$ cat src/rtl/axil_io_pkg.sv
// Shared constants for the AXI4-Lite LED / 7-segment / IRQ peripheral.
// Register offsets, response codes and the hex-to-segment table.
package axil_io_pkg;

   localparam logic [4:0] OFF_LED      = 5'h00;
   localparam logic [4:0] OFF_SEG      = 5'h04;
   localparam logic [4:0] OFF_IRQ_EN   = 5'h08;
   localparam logic [4:0] OFF_IRQ_STAT = 5'h0C;
   localparam logic [4:0] OFF_ID       = 5'h10;

   typedef enum logic [1:0] {
      RESP_OKAY   = 2'b00,
      RESP_SLVERR = 2'b10
   } resp_t;

   // Segments {g,f,e,d,c,b,a}, active-low; entry 15 first.
   localparam logic [15:0][6:0] SEG_LUT = {
      7'h0E, 7'h06, 7'h21, 7'h46,
      7'h03, 7'h08, 7'h10, 7'h00,
      7'h78, 7'h02, 7'h12, 7'h19,
      7'h30, 7'h24, 7'h79, 7'h40
   };

endpackage

$ cat src/rtl/axil_io_periph_seg7_scan.sv
// Multiplexed 4-digit 7-segment scanner: prescaler, digit index, decode.
// Anode and cathode are latched together at each slot start.
module seg7_scan
   import axil_io_pkg::*;
#(
   parameter int REFRESH_DIV = 50000
) (
   input  logic        clk_i,
   input  logic        rst_ni,
   input  logic [15:0] seg_i,
   output logic [3:0]  anode_o,
   output logic [6:0]  cathode_o
);

   localparam int CW = $clog2(REFRESH_DIV);

   logic [CW-1:0] cnt_q, cnt_d;
   logic [1:0]    idx_q, idx_d;
   logic [3:0]    an_q, an_d;
   logic [6:0]    cat_q, cat_d;
   logic          wrap;

   always_comb begin
      wrap  = (cnt_q == CW'(REFRESH_DIV - 1));
      cnt_d = wrap ? '0 : cnt_q + 1'b1;
      idx_d = idx_q;
      an_d  = an_q;
      cat_d = cat_q;
      if (wrap) begin
         idx_d = idx_q + 2'd1;
         an_d  = ~(4'b0001 << idx_d);
         cat_d = SEG_LUT[seg_i[{idx_d, 2'b00} +: 4]];
      end
   end

   always_ff @(posedge clk_i or negedge rst_ni) begin
      if (!rst_ni) begin
         cnt_q <= '0;
         idx_q <= 2'd0;
         an_q  <= 4'hF;
         cat_q <= 7'h7F;
      end else begin
         cnt_q <= cnt_d;
         idx_q <= idx_d;
         an_q  <= an_d;
         cat_q <= cat_d;
      end
   end

   assign anode_o   = an_q;
   assign cathode_o = cat_q;

endmodule

$ cat src/rtl/axil_io_periph.sv
// AXI4-Lite slave: LED, 7-segment display and edge-triggered IRQ registers.
// Define AXIL_IO_IRQ_SYNC_EN to add a 2-flop synchronizer on ext_irq_in.
module axil_io_periph
   import axil_io_pkg::*;
#(
   parameter int          ADDR_WIDTH  = 32,
   parameter int          DATA_WIDTH  = 32,
   parameter int          REFRESH_DIV = 50000,
   parameter logic [31:0] ID_VALUE    = 32'hA110_0001
) (
   input  logic                  ACLK,
   input  logic                  ARESETn,
   input  logic [ADDR_WIDTH-1:0] AWADDR,
   input  logic [2:0]            AWPROT,
   input  logic                  AWVALID,
   output logic                  AWREADY,
   input  logic [DATA_WIDTH-1:0] WDATA,
   input  logic [3:0]            WSTRB,
   input  logic                  WVALID,
   output logic                  WREADY,
   output logic [1:0]            BRESP,
   output logic                  BVALID,
   input  logic                  BREADY,
   input  logic [ADDR_WIDTH-1:0] ARADDR,
   input  logic [2:0]            ARPROT,
   input  logic                  ARVALID,
   output logic                  ARREADY,
   output logic [DATA_WIDTH-1:0] RDATA,
   output logic [1:0]            RRESP,
   output logic                  RVALID,
   input  logic                  RREADY,
   input  logic                  ext_irq_in,
   output logic [3:0]            leds,
   output logic [6:0]            seg_cathode,
   output logic [3:0]            seg_anode,
   output logic                  irq_out
);

   logic                  rdy_q;
   logic                  aw_full_q, w_full_q;
   logic [ADDR_WIDTH-1:0] awaddr_q;
   logic [DATA_WIDTH-1:0] wdata_q;
   logic [3:0]            wstrb_q;
   logic                  bvalid_q, rvalid_q;
   resp_t                 bresp_q, rresp_q;
   logic [DATA_WIDTH-1:0] rdata_q;
   logic [3:0]            led_q, led_d;
   logic [15:0]           seg_q, seg_d;
   logic                  en_q, en_d;
   logic                  stat_q, stat_d;
   logic                  irq_q;
   logic                  wr_go, wr_clr, rise;
   resp_t                 wr_resp, rd_resp;
   logic [DATA_WIDTH-1:0] rd_data;
   logic                  aw_hs, w_hs, b_hs, ar_hs;
   logic                  unused_ok;

   function automatic logic mapped(input logic [ADDR_WIDTH-1:0] a);
      return (a[ADDR_WIDTH-1:5] == '0) && (a[4:2] <= 3'd4);
   endfunction

   assign AWREADY = rdy_q & ~aw_full_q;
   assign WREADY  = rdy_q & ~w_full_q;
   assign ARREADY = rdy_q & ~rvalid_q;
   assign aw_hs   = AWVALID & AWREADY;
   assign w_hs    = WVALID & WREADY;
   assign b_hs    = bvalid_q & BREADY;
   assign ar_hs   = ARVALID & ARREADY;
   assign wr_go   = aw_full_q & w_full_q & ~bvalid_q;

   always_comb begin
      led_d   = led_q;
      seg_d   = seg_q;
      en_d    = en_q;
      wr_clr  = 1'b0;
      wr_resp = RESP_OKAY;
      if (wr_go) begin
         if (!mapped(awaddr_q) || {awaddr_q[4:2], 2'b00} == OFF_ID) begin
            wr_resp = RESP_SLVERR;
         end else begin
            unique case ({awaddr_q[4:2], 2'b00})
               OFF_LED:      if (wstrb_q[0]) led_d = wdata_q[3:0];
               OFF_SEG: begin
                  if (wstrb_q[0]) seg_d[7:0]  = wdata_q[7:0];
                  if (wstrb_q[1]) seg_d[15:8] = wdata_q[15:8];
               end
               OFF_IRQ_EN:   if (wstrb_q[0]) en_d = wdata_q[0];
               OFF_IRQ_STAT: wr_clr = wstrb_q[0] & wdata_q[0];
               default: ;
            endcase
         end
      end
      // A new edge outranks a simultaneous W1C.
      stat_d = (stat_q & ~wr_clr) | rise;
   end

   always_comb begin
      rd_data = '0;
      rd_resp = RESP_OKAY;
      if (!mapped(ARADDR)) begin
         rd_resp = RESP_SLVERR;
      end else begin
         unique case ({ARADDR[4:2], 2'b00})
            OFF_LED:      rd_data[3:0]  = led_q;
            OFF_SEG:      rd_data[15:0] = seg_q;
            OFF_IRQ_EN:   rd_data[0]    = en_q;
            OFF_IRQ_STAT: rd_data[0]    = stat_q;
            OFF_ID:       rd_data       = DATA_WIDTH'(ID_VALUE);
            default: ;
         endcase
      end
   end

`ifdef AXIL_IO_IRQ_SYNC_EN
   logic [1:0] sync_q;
   logic       prev_q;

   always_ff @(posedge ACLK or negedge ARESETn) begin
      if (!ARESETn) begin
         sync_q <= 2'b00;
         prev_q <= 1'b0;
      end else begin
         sync_q <= {sync_q[0], ext_irq_in};
         prev_q <= sync_q[1];
      end
   end

   assign rise = sync_q[1] & ~prev_q;
`else
   logic prev_q;

   always_ff @(posedge ACLK or negedge ARESETn) begin
      if (!ARESETn) prev_q <= 1'b0;
      else          prev_q <= ext_irq_in;
   end

   assign rise = ext_irq_in & ~prev_q;
`endif

   always_ff @(posedge ACLK or negedge ARESETn) begin
      if (!ARESETn) begin
         rdy_q     <= 1'b0;
         aw_full_q <= 1'b0;
         w_full_q  <= 1'b0;
         awaddr_q  <= '0;
         wdata_q   <= '0;
         wstrb_q   <= 4'h0;
         bvalid_q  <= 1'b0;
         bresp_q   <= RESP_OKAY;
         rvalid_q  <= 1'b0;
         rresp_q   <= RESP_OKAY;
         rdata_q   <= '0;
         led_q     <= 4'h0;
         seg_q     <= 16'h0;
         en_q      <= 1'b0;
         stat_q    <= 1'b0;
         irq_q     <= 1'b0;
      end else begin
         rdy_q <= 1'b1;
         if (aw_hs) begin
            aw_full_q <= 1'b1;
            awaddr_q  <= AWADDR;
         end
         if (w_hs) begin
            w_full_q <= 1'b1;
            wdata_q  <= WDATA;
            wstrb_q  <= WSTRB;
         end
         // Holding registers stay full until the response is taken.
         if (b_hs) begin
            aw_full_q <= 1'b0;
            w_full_q  <= 1'b0;
            bvalid_q  <= 1'b0;
         end
         if (wr_go) begin
            bvalid_q <= 1'b1;
            bresp_q  <= wr_resp;
         end
         if (ar_hs) begin
            rvalid_q <= 1'b1;
            rdata_q  <= rd_data;
            rresp_q  <= rd_resp;
         end else if (rvalid_q && RREADY) begin
            rvalid_q <= 1'b0;
         end
         led_q  <= led_d;
         seg_q  <= seg_d;
         en_q   <= en_d;
         stat_q <= stat_d;
         irq_q  <= en_q & stat_q;
      end
   end

   assign BVALID  = bvalid_q;
   assign BRESP   = bresp_q;
   assign RVALID  = rvalid_q;
   assign RDATA   = rdata_q;
   assign RRESP   = rresp_q;
   assign leds    = led_q;
   assign irq_out = irq_q;

   seg7_scan #(
      .REFRESH_DIV(REFRESH_DIV)
   ) u_scan (
      .clk_i    (ACLK),
      .rst_ni   (ARESETn),
      .seg_i    (seg_q),
      .anode_o  (seg_anode),
      .cathode_o(seg_cathode)
   );

   assign unused_ok = ^{AWPROT, ARPROT, awaddr_q[1:0], ARADDR[1:0],
                        wdata_q[DATA_WIDTH-1:16], wstrb_q[3:2]};

endmodule

$ cat config.mk
export PLATFORM = sky130hd
export DESIGN_NAME = axil_io_periph
export DESIGN_NICKNAME = d
export VERILOG_FILES = /design/src/rtl/axil_io_pkg.sv /design/src/rtl/axil_io_periph_seg7_scan.sv /design/src/rtl/axil_io_periph.sv
export SDC_FILE = /design/constraint.sdc
export NUM_CORES = 1
export LEC_CHECK = 0
export CAP_MARGIN = 40
export CORE_MARGIN = 4
export CORE_UTILIZATION = 40
export CTS_BUF_LIST = sky130_fd_sc_hd__clkbuf_2 sky130_fd_sc_hd__clkbuf_4 sky130_fd_sc_hd__clkbuf_8
export CTS_CLUSTER_DIAMETER = 60
export DETAILED_ROUTE_END_ITERATION = 6
export MAX_ROUTING_LAYER = met4
export PLACE_DENSITY = 0.7
export SYNTH_ARGS = -nofsm -noshare
export SYNTH_HDL_FRONTEND = slang
export SYNTH_SLANG_ARGS = --single-unit
$ cat constraint.sdc
create_clock -name ACLK -period 4.3 [get_ports ACLK]
set_input_delay 0.645 -clock ACLK [delete_from_list [all_inputs] [get_ports ACLK]]
set_output_delay 0.645 -clock ACLK [all_outputs]
set_load 0.1 [all_outputs]
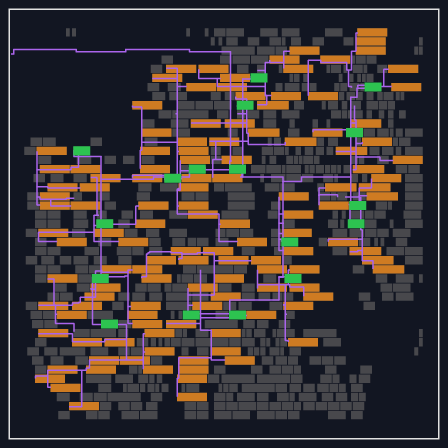
**Above:** run 1 (clock network drawn from the DEF).
clock wires: in purple, length 1460 microns. clock-net drivers: in green, count 17. flip-flops: in orange, count 125.
Position of the flops: spread over the die.
Worst-Skew Late Latency: 0.43 ns
clock skew: 0.009840 ns
clock power share: 0.315
clk pwr: 1.05 mW

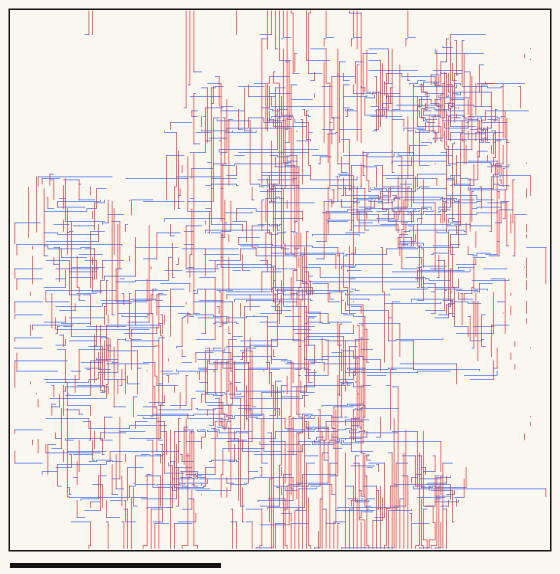
**Above:** run 1 (routed metal, one color a layer).
The bar under the picture is 50 microns long. Two of the layers only.
M2: in red, wire length 6680 microns. M1: in blue, wire length 5110 microns.
Routed WL: 12.77 mm
GR Util All Layers: 0.1691
per-cell routed wire length: 15.86 microns
Vias: 3948

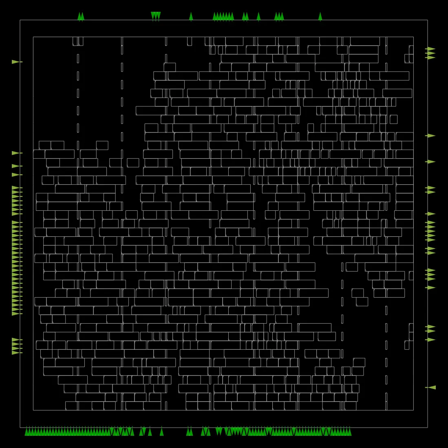
**Above:** run 1 (cell placement).
Flops: 125
core area: 0.01393 sq mm
Final Util: 0.5968
n_taps: 180

==> impl_metrics.yaml, run 1 <==
# yosys + openroad results
final_layout:
  lay_top_cells: "clkdlybuf4s50_1 (127), dfrtp_1 (114), mux2_2 (67)"
  comb_cells: 275
  diodes: 0
  fill_cells: 1095
  buffers_excl_clock: 176
  sh_seq_area: 0.3778
  n_all_inverters: 17
  comb_area_sq_mm: 0.002399
  final_nets: 738
  design_area_sq_mm: 0.008317
  layout.nonclk_buf_frac: 0.2488
  clkCellAreaFrac: 0.05025
  final_common_cell: "clkdlybuf4s50_1"
  drive_gt1_frac: 0.2992
  regArea_sq_mm: 0.003142
  area_growth_pct: 45.10
  nClkBuffers: 19
worst_setup_path:
  worstPathArrival_ns: 1.87
  crit_fanout: 6
  cpPeakStageDelay_ns: 0.57
  r2r.worst_path.cells: 9
  r2r_slack_ns: 1.88
  path_class: "reg -> out"
  slowest_stage: "clkdlybuf4s50_1"
  cp-start-kind: "register"
  critPathRequiredTime_ns: 3.65
  cp_cell_sequence: "nor2b_1 -> clkdlybuf4s50_1 -> buf_8"
logic_synthesis:
  area_leaders: "dfrtp_1 (50%), mux2_2 (13%), dfstp_2 (5.0%)"
  simple_gate_share: 0.1135
  syn_area_sq_mm: 0.005732
  compound_area_frac: 0.06330
  synth_adder_area_share: 0.02620
  synth-area-yosys_sq_mm: 0.005732
  flop_cell: "dfrtp_1"
  edf_count: 0
  syn_inst: 435
  yosys_cells: 435
  mux_share: 0.1823
  async_flop_share: 1.000
  synth_cell_types: 50
  numSynthFlops: 125
  yosys.area.top_type: "dfrtp_1"
  syn_avg_cell_area_sq_um: 13.18
  post-synth-top-area-fraction: 0.4977
  synth_seq_share: 0.5481
  ys_sh_xor: 0.02139
cts:
  tritoncts: "yes"
  post-cts-setup-buffer-count: 0
  ctsHoldBuffers: 0
  cts_made_buffers: 17
  clk_pin_slew_ns: 0.08
  cts-resized-gates: 0
  htreeDepth: 4
  cts_buffer_depth: 2
  cts.root.buffer_cell: "clkbuf_8"
  cts.sinks: 125
global_route:
  antenna_found_initial: 0
  first_global_vias: 4278
  grt_pass1_wl_mm: 21.15
  grt_max_degree: 63
  overflow: 0
run_status:
  status: "finished, final reports clean"
final_timing:
  layout_min_cycle_time_ns: 2.518
  finalHoldViolations: 0
  finalSetupTns_ns: 0
  fin_ws_ns: 1.782
  max_slew_margin: 0.4811
  slew_violations: 0
  rsz0062_at_grt: "false"
  setup_violations: 0
  whs_ns: 0.2838
place:
  dp_slack_ns: 1.411
  place_inst: 773
  placed_cell_area_sq_mm: 0.007899
  gp_congestion: 0.8284
power:
  p_per_area_mw_per_mm2: 401.2
  ir_drop_v: 0.0002738
  leakage_nw: 3.537
  power_mw: 3.337
floorplan:
  std_cell_rows: 43
  fp.dieW_microns: 127.7
  die_h_microns: 127.7
  floorplan.core_util: 0.4113
  die_area_sq_mm: 0.01631
  io_pins: 171
drt:
  dr.pass1.iters: 4
  drt-vias-per-instance: 4.904
  drcViolationCount: 0
worst_hold_path:
  hp-class: "in -> async"
run:
  drv_cap: 0
  warnings: 63
==> run 1: layer usage <==
metal | part of all wire | wire (microns) | GRT usage
met1 | 0.40 | 5111 | 0.1940
met2 | 0.52 | 6680 | 0.2797
met3 | 0.060 | 767 | 0.05417
met4 | 0.016 | 210 | 0.06117
met5 | 0 | 0 | -
==> run 1: path summary, 6_finish.rpt <==
kind / endpoint / startpoint
min: RDATA[0] / ARESETn
max reg2reg: u_scan.cathode_o[3] / u_scan.idx_q[0]
min in group ACLK: stat_q / prev_q
max in group asynchronous: u_scan.cathode_o[4] / ARESETn
min reg2reg: stat_q / prev_q
max: AWREADY / rdy_q
==> run 1: critical path, delay by kind of cell (launching register included) <==
family | cells | cell delay, ns
buffers and inverters | 2 | 0.78
DFF | 1 | 0.43
and+or+nand+nor | 1 | 0.23
==> run 1: cell families (layout without fill, tap and decap cells) <==
logic type | after synthesis | count (layout)
buffers and inverters | 48 | 225
AND-OR/OR-AND | 53 | 53
AND/OR/NAND/NOR | 94 | 94
flip-flops | 125 | 125
adder cells (fa/ha/maj) | 12 | 12
other | 2 | 15
multiplexers | 87 | 87
XOR/XNOR | 14 | 14
==> run 1: state kept, by name (all words and copies together) (netlist names) <==
register and cells:
irq_out 1, wstrb_q 2, BVALID 1, wdata_q 16, u_scan.anode_o 4, BRESP 1
u_scan.cathode_o 7, leds 4, en_q 1, u_scan.idx_q 2, w_full_q 1, stat_q 1
RRESP 1, rdy_q 1, RVALID 1, awaddr_q 30, seg_q 16, prev_q 1
u_scan.cnt_q 16, aw_full_q 1, RDATA 17
==> run 1: where the power goes <==
part           internal (mW)  switching, mW  total [mW]
logic                  0.355          0.309       0.665
registers               1.42          0.200        1.62
clock network          0.559          0.491        1.05
**Run 1: placed cells, one color a class**

The bar under the picture is 50 microns long.
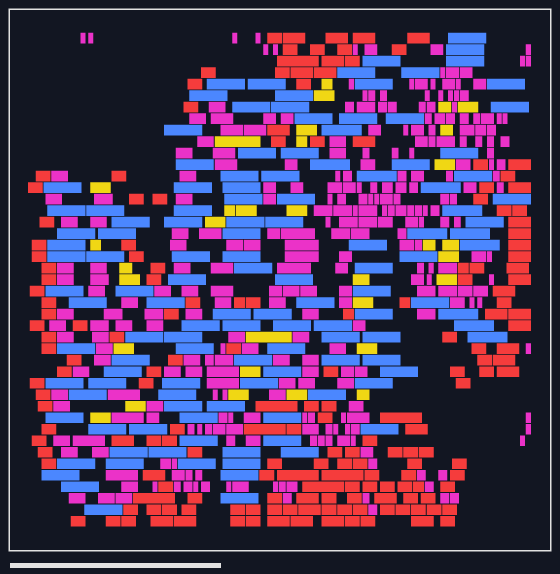

## Run 2: what changed since run 1
--- a/config.mk
+++ b/config.mk
@@ -12,7 +12,7 @@
 export CTS_CLUSTER_DIAMETER = 60
 export DETAILED_ROUTE_END_ITERATION = 6
 export MAX_ROUTING_LAYER = met4
-export PLACE_DENSITY = 0.7
+export PLACE_DENSITY = 0.72
 export SYNTH_ARGS = -nofsm -noshare
 export SYNTH_HDL_FRONTEND = slang
 export SYNTH_SLANG_ARGS = --single-unit
==> constraint.sdc (replaced) <==
create_clock -name ACLK -period 2.04 [get_ports ACLK]
set_input_delay 0.306 -clock ACLK [delete_from_list [all_inputs] [get_ports ACLK]]
set_output_delay 0.306 -clock ACLK [all_outputs]
set_load 0.1 [all_outputs]
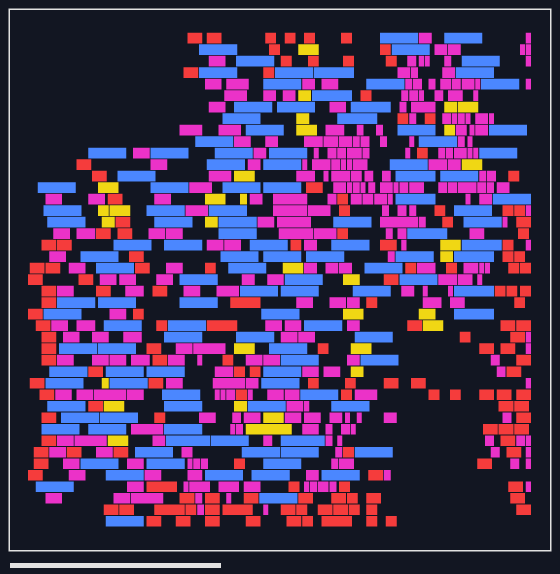
**Above:** run 2 (placed cells, one color a class).
The bar under the picture is 50 microns long.
sequential cells: in blue, cells 125, share of their area 42%. clock drivers and dummy loads: in yellow, cells 32, share of their area 5.1%. remaining logic cells: in magenta, cells 292, share of their area 33%. remaining buffers and delay cells: in red, cells 157, share of their area 20%.
Site Rows: 43
post-route cell area: 0.007737 sq mm
Seq/total area: 0.4070
Final Util: 0.5553

==> run 2 against run 1 <==
Against the previous run:
- synthesized cell count stayed put
- final area is 7.0% lower
- area after synthesis unchanged
- register-to-register slack worse by 1.8 ns
- setup slack worse by 1.7 ns
- sequential share of layout area grew 2.9 points
- utilization decreased by 4.2 points
- largest cell class unchanged
- highest routed layer unchanged
==> impl_metrics.yaml, run 2 <==
# yosys + openroad results
place:
  dp_slack_ns: -0.04271
  port_buffers: 128
  place_inst: 750
  hpwlAfterDp_mm: 9.766
  gp_congestion: 0.7905
  placed_cell_area_sq_mm: 0.007302
drt:
  vias: 3959
  drt-vias-per-instance: 5.037
  drcViolationCount: 0
  drt_iter0_markers: 155
  wirelength_mm: 12.96
  dr.pass1.iters: 4
  post_drt_wl_per_cell_microns: 16.48
  postRouteAntennaNets: 0
logic_synthesis:
  post-synth-top-area-fraction: 0.4977
  syn_inst: 435
  yosys_cells: 435
  synthTopCellsByCount: "dfrtp_1 (114), mux2_2 (67), buf_4 (18), inv_1 (17)"
  yosys.area.top_type: "dfrtp_1"
  async_flop_share: 1.000
  yosysWarnings: 0
  synth_cell_types: 50
  syn_area_sq_mm: 0.005732
  edf_count: 0
  synth_seq_share: 0.5481
  area_leaders: "dfrtp_1 (50%), mux2_2 (13%), dfstp_2 (5.0%)"
  numSynthFlops: 125
  synth-area-yosys_sq_mm: 0.005732
  syn_avg_cell_area_sq_um: 13.18
  top_cell: "dfrtp_1"
  flop_cell: "dfrtp_1"
final_layout:
  drive_gt1_frac: 0.3680
  lay_top_cells: "dfrtp_1 (112), clkdlybuf4s50_1 (84), mux2_2 (67)"
  largest-register: "awaddr_q"
  diodes: 0
  final_nets: 719
  largest_reg_flops: 30
  area_growth_pct: 34.99
  final_common_cell: "dfrtp_1"
global_route:
  first_global_vias: 4234
  antenna_found_initial: 0
  grt_max_degree: 49
  overflow: 0
  grt_pass1_wl_mm: 21.07
  grt_usage: 0.1698
worst_setup_path:
  cp-start-kind: "register"
  cp_cell_sequence: "inv_2 -> ha_4 -> mux4_2 -> inv_2 -> ha_1 -> inv_1 -> mux2i_1 -> o2bb2ai_1 -> mux2_2"
  cpPeakStageDelay_ns: 0.43
  path_buffers: 3
  slowest_stage: "dfrtp_1"
  critPathRequiredTime_ns: 2.41
  critPathTopFamily: "multiplexers"
  cp_common_cell: "inv_2"
  path_class: "reg -> reg"
  worstPathArrival_ns: 2.36
  cp-end-kind: "register"
  crit_fanout: 4
power:
  p_per_area_mw_per_mm2: 894.2
  p_seq_frac: 0.497
  p_clk_frac: 0.302
  p_comb_mw: 1.39
  switching_share: 0.3146
  combPwrFrac: 0.201
  power_leader: "registers"
  p_switching_mw: 2.177
  power_mw: 6.919
  leakage_nw: 3.432
  p_seq_mw: 3.44
  ir_drop_v: 0.0005873
  powerClk_mw: 2.09
  p_int_mw: 4.742
floorplan:
  io_pins: 171
  floorplan.core_util: 0.4113
  coreArea_sq_mm: 0.01393
  fp.dieW_microns: 127.7
  die_h_microns: 127.7
  die_area_sq_mm: 0.01631
cts:
  cts.sinks: 125
  clk_pin_slew_ns: 0.08
  cts_made_buffers: 17
  tritoncts: "yes"
  htreeDepth: 4
  cts_buffer_depth: 2
  clk_latency_ns: 0.44
  cts.root.buffer_cell: "clkbuf_8"
run_status:
  status: "finished, final reports clean"
final_timing:
  finalClockPeriodUsage: 0.9769
  rsz0062_at_grt: "true"
  finalHoldViolations: 0
  worst_pin_slew_ns: 0.5982
  slew_violations: 0
  fmax_mhz: 501.8
  setup_violations: 0
  layout_min_cycle_time_ns: 1.993
  fin_ws_ns: 0.04720
  whs_ns: 0.3500
  finalSetupTns_ns: 0
  max_slew_margin: 0.6012
  skew_ns: 0.01334
worst_hold_path:
  hp-class: "in -> reg"
run:
  warnings: 65
  drv_cap: 0
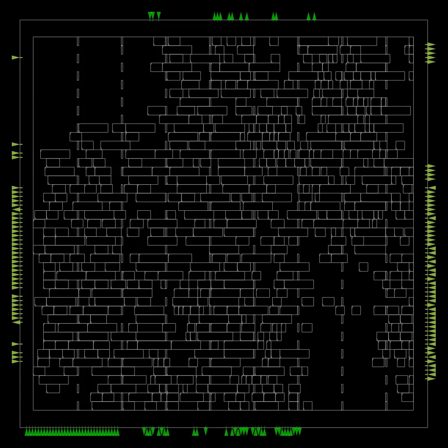
**Above:** run 2 (cell placement).
FILL cells: 1180
Finished Layout Cells: 786

## run 2: cell counts after synthesis
Identical to the previous run, type by type.
## run 2: what timing repair did
item | CTS | global route
endpoints found under the hold margin | 39 | 0
gates resized | 2 | 7
hold buffers | 1 | 0
cloned | 0 | 0
pin swaps | 1 | 2
endpoints found under the setup margin | 16 | 8
buffers inserted | 2 | 1
## run 2: final timing paths
check	start	to	slack, ns	depth (start not counted)
setup / recovery	u_scan.idx_q[0]	u_scan.cathode_o[4]	0.05	9
hold / removal	ext_irq_in	prev_q	0.35	1
setup reg to reg	u_scan.idx_q[0]	u_scan.cathode_o[4]	0.05	9
hold reg to reg	prev_q	stat_q	0.43	1
max in group asynchronous	ARESETn	awaddr_q[12]	0.96	3
min in group asynchronous	ARESETn	u_scan.cnt_q[2]	0.41	2
## run 2: logic make-up after synthesis
| logic type | after synthesis | synth area share |
|---|---|---|
| and+or+nand+nor | 94 | 0.1135 |
| AOI/OAI and AO/OA | 53 | 0.06331 |
| xor gates and xnor gates | 14 | 0.02139 |
| muxes | 87 | 0.1823 |
| buffers and inverters | 48 | 0.04387 |
| adders and majority gates | 12 | 0.02619 |
| other | 2 | 0.001310 |
| DFF | 125 | 0.5481 |
## run 2: final cells by class
cell class,count,area (sq um)
Fill cell,1180,6197
Sequential cell,125,3149
Multi-Input combinational cell,275,2441
Timing Repair Buffer,157,1474
Clock buffer,17,234.0
Tap cell,180,225.2
Clock inverter,15,147.6
Inverter,17,66.31
## run 2: metal layers
metal	wire length, microns	share of wire	global-route usage	vias to the layer above
met3	1048	0.081	0.05875	16
li1	-	-	-	1860
met4	212	0.016	0.06554	0
met2	6247	0.48	0.2685	128
met5	0	0	-	-
met1	5449	0.42	0.2008	1955
Power figures rest on the tool's default switching activity, not on a simulated workload.
